## config.mk

```make
export PLATFORM = sky130hd
export DESIGN_NAME = branch_resolve_unit
export DESIGN_NICKNAME = d
export VERILOG_FILES = /design/src/rtl/branch_resolve_unit.sv
export SDC_FILE = /design/constraint.sdc
export NUM_CORES = 1
export LEC_CHECK = 0
export CAP_MARGIN = 20
export CORE_MARGIN = 2
export CORE_UTILIZATION = 49
export DETAILED_ROUTE_END_ITERATION = 7
export GPL_TIMING_DRIVEN = 0
export HOLD_SLACK_MARGIN = 0.08
export PLACE_DENSITY = 0.88
export SLEW_MARGIN = 20
export SYNTH_ARGS = -nofsm -noshare
export SYNTH_HDL_FRONTEND = slang
export SYNTH_SLANG_ARGS = --single-unit
```

## constraint.sdc

```tcl
create_clock -name clk -period 3.6 [get_ports clk]
set_clock_uncertainty 0.2 [all_clocks]
set_input_delay 0.9 -clock clk [delete_from_list [all_inputs] [get_ports clk]]
set_output_delay 0.9 -clock clk [all_outputs]
set_load 0.01 [all_outputs]
```

## src/rtl/branch_resolve_unit.sv

```systemverilog
// ============================================================================
// Module   : branch_resolve_unit
// Purpose  : EX-stage branch resolution. Holds the NZCV flags, resolves
//            B/BR/CBZ/B.LT, and issues a registered redirect plus flush window.
// Options  : `define BRANCH_STATS_EN adds saturating taken/not-taken counters.
// Revision : 1.0 - initial release
// ============================================================================
`default_nettype none

module branch_resolve_unit #(
    parameter int ADDR_W       = 64,
    parameter int FLUSH_CYCLES = 2
) (
    input  logic              clk,
    input  logic              reset,
    input  logic              ex_valid,
    input  logic              set_flags,
    input  logic              alu_zero,
    input  logic              alu_neg,
    input  logic              alu_ovf,
    input  logic              alu_carry,
    input  logic [2:0]        br_type,
    input  logic [ADDR_W-1:0] pc_ex,
    input  logic [ADDR_W-1:0] br_offset,
    input  logic [ADDR_W-1:0] reg_target,
    output logic [3:0]        flags,
    output logic              br_taken,
    output logic [ADDR_W-1:0] br_target,
    output logic              flush
`ifdef BRANCH_STATS_EN
    ,
    output logic [31:0]       stat_taken,
    output logic [31:0]       stat_not_taken
`endif
);

    localparam logic [2:0] c_BT_B   = 3'd1;
    localparam logic [2:0] c_BT_CBZ = 3'd2;
    localparam logic [2:0] c_BT_BLT = 3'd3;
    localparam logic [2:0] c_BT_BR  = 3'd4;
    localparam logic [2:0] c_FLUSH_LAST = 3'(FLUSH_CYCLES - 1);

    typedef enum logic [0:0] {
        S_IDLE  = 1'b0,
        S_FLUSH = 1'b1
    } state_t;

    state_t            r_state;
    logic [2:0]        r_cnt;
    logic [3:0]        r_flags;
    logic              r_taken;
    logic [ADDR_W-1:0] r_target;
    logic              r_flush;

    logic              w_eff_v;
    logic              w_cond;
    logic              w_take;
    logic [ADDR_W-1:0] w_target;

    always_comb begin
        w_eff_v = ex_valid & (r_state == S_IDLE);
        w_cond  = 1'b0;
        case (br_type)
            c_BT_B:   w_cond = 1'b1;
            c_BT_CBZ: w_cond = alu_zero;
            // B.LT reads the registered flags, never the same-cycle ALU result
            c_BT_BLT: w_cond = r_flags[3] ^ r_flags[0];
            c_BT_BR:  w_cond = 1'b1;
            default:  w_cond = 1'b0;
        endcase
        w_take   = w_eff_v & w_cond;
        w_target = (br_type == c_BT_BR) ? reg_target : (pc_ex + br_offset);
    end

    always_ff @(posedge clk or negedge reset) begin
        if (!reset) begin
            r_state  <= S_IDLE;
            r_cnt    <= 3'd0;
            r_flags  <= 4'd0;
            r_taken  <= 1'b0;
            r_target <= '0;
            r_flush  <= 1'b0;
        end else begin
            if (w_eff_v & set_flags) begin
                r_flags <= {alu_neg, alu_zero, alu_carry, alu_ovf};
            end
            r_taken <= w_take;
            if (w_take) begin
                r_target <= w_target;
            end
            case (r_state)
                S_IDLE: begin
                    if (w_take) begin
                        r_state <= S_FLUSH;
                        r_cnt   <= c_FLUSH_LAST;
                        r_flush <= 1'b1;
                    end
                end
                S_FLUSH: begin
                    if (r_cnt == 3'd0) begin
                        r_state <= S_IDLE;
                        r_flush <= 1'b0;
                    end else begin
                        r_cnt <= r_cnt - 3'd1;
                    end
                end
                default: begin
                    r_state <= S_IDLE;
                    r_flush <= 1'b0;
                end
            endcase
        end
    end

    assign flags     = r_flags;
    assign br_taken  = r_taken;
    assign br_target = r_target;
    assign flush     = r_flush;

`ifdef BRANCH_STATS_EN
    logic        w_resolved;
    logic [31:0] r_stat_taken;
    logic [31:0] r_stat_not_taken;

    assign w_resolved = w_eff_v & (br_type >= c_BT_B) & (br_type <= c_BT_BR);

    always_ff @(posedge clk or negedge reset) begin
        if (!reset) begin
            r_stat_taken     <= 32'd0;
            r_stat_not_taken <= 32'd0;
        end else if (w_resolved) begin
            if (w_cond) begin
                if (r_stat_taken != 32'hFFFF_FFFF) r_stat_taken <= r_stat_taken + 32'd1;
            end else begin
                if (r_stat_not_taken != 32'hFFFF_FFFF) r_stat_not_taken <= r_stat_not_taken + 32'd1;
            end
        end
    end

    assign stat_taken     = r_stat_taken;
    assign stat_not_taken = r_stat_not_taken;
`endif

endmodule

`default_nettype wire

```

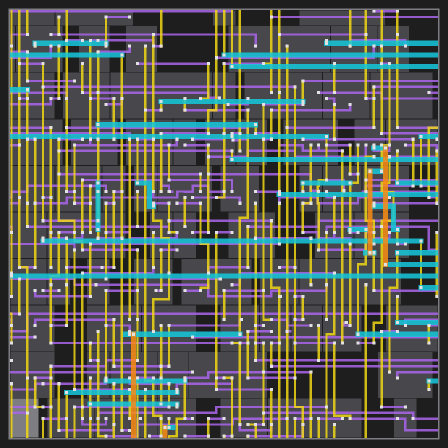
zoom.png
Window x 19 to 44, y 82 to 107 um. Cells in grey, sequential cells in the stronger grey; small squares are vias.
- cyan: met3
- purple: met1
- orange: met4
- yellow: met2
- sequential cells in the window: 0
- most frequent: a21o_1 (6), a21oi_1 (6), nand2_1 (5)
- cells with their middle in the window: 66

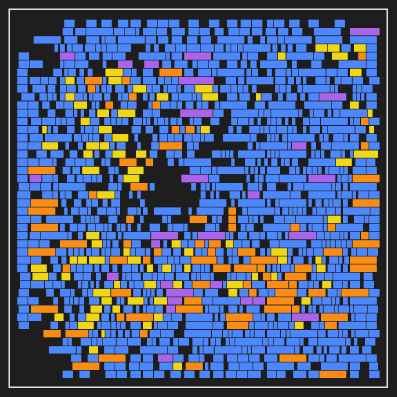
drive_strength.png
Drawn at 3 px/um.
- purple: drive 6 and up (cells 27)
- blue: drive 1 or less (cells 1037)
- orange: drive 3 to 4 (cells 83)
- yellow: drive 2 (cells 83)
Non-CTS buffers: 342
fin area: 11500 sq um
Area Overhead vs Synth: 59.5%

==> changes_impl.md <==
### Implementation results

- Status: complete, but fails checks
- Violated checks: setup timing
- Ys flop type: dfrtp_1
- # hold bufs at CTS: 0
- Max Fclk: 278 MHz
- TritonCTS buffer count: 9
- Met1 WL: 11700 um
- Post-synth EDFFs: 0
- CP startpoint: pc_ex[9]
- Clk pwr: 0.979 mW
- CP Depth: 12
- Floorplan net count: 1198
- Flip-flops: 74
- Post-synthesis average cell area: 7.79 sq um
- PwrDens: 481 nW/um^2
- Clock sink count: 74
- Largest net degree at the start of global routing: 55
- Worst slew margin: 0.381
- Hold Crit Class: in2async
- Finish-stage setup viols: 1
- PnR worst setup slack: -0.00340 ns
- Top Consumer: combinational cells
- Synthesized area: 7240 sq um
- FF+latch area: 1850 sq um
- Switch share: 0.393
- Cell area leaders: dfrtp_1 26%, ha_1 11%, a21oi_1 9.5%, nand2_1 5.7%, xnor2_1 5.4%
- Uppermost layer routed: met4
- DPL Wire Length: 21900 um
- Antenna cell count: 1
- Crit-path leading delay family: AND-OR/OR-AND gates
- Reg clk slew, reported paths: 0.07 ns
- Die H: 126 um
- Min Hold Slack: 0.244 ns
- CTS Buffer Depth: 2
- Root Buffer: clkbuf_16
- Clock Power Share: 0.176
- Yosys warnings: 0
- Mi-comb count: 771
- IO Port Bufs: 272
- Worst R2R Path Depth: 7
- Post-CTS sizing: 81
- Tot GR Track Use: 0.359
- Crit start category: input pin
## cell usage in the layout (no fill, tap or decap), types with 15 or more instances in the layout
master and instances:
nand3_1 17, o21ai_0 52, dlymetal6s2s_1 18, and3_1 22
dfrtp_1 74, buf_4 28, clkbuf_1 22, a21o_1 50
nand4_1 17, inv_1 26, nand2_1 107, xor2_1 16
clkdlybuf4s50_1 241, a21oi_1 118, a31oi_1 19, ha_1 36
o21ai_1 15, xnor2_1 41, ha_4 24, nor2_1 69
## synthesized netlist by cell type (22+ instances only)
master,count
a21o_1,50
a21oi_1,137
a31oi_1,22
and3_1,22
clkbuf_1,36
dfrtp_1,74
ha_1,65
inv_1,27
nand2_1,109
nor2_1,74
o21ai_0,67
xnor2_1,45
Power figures rest on the tool's default switching activity, not on a simulated workload.
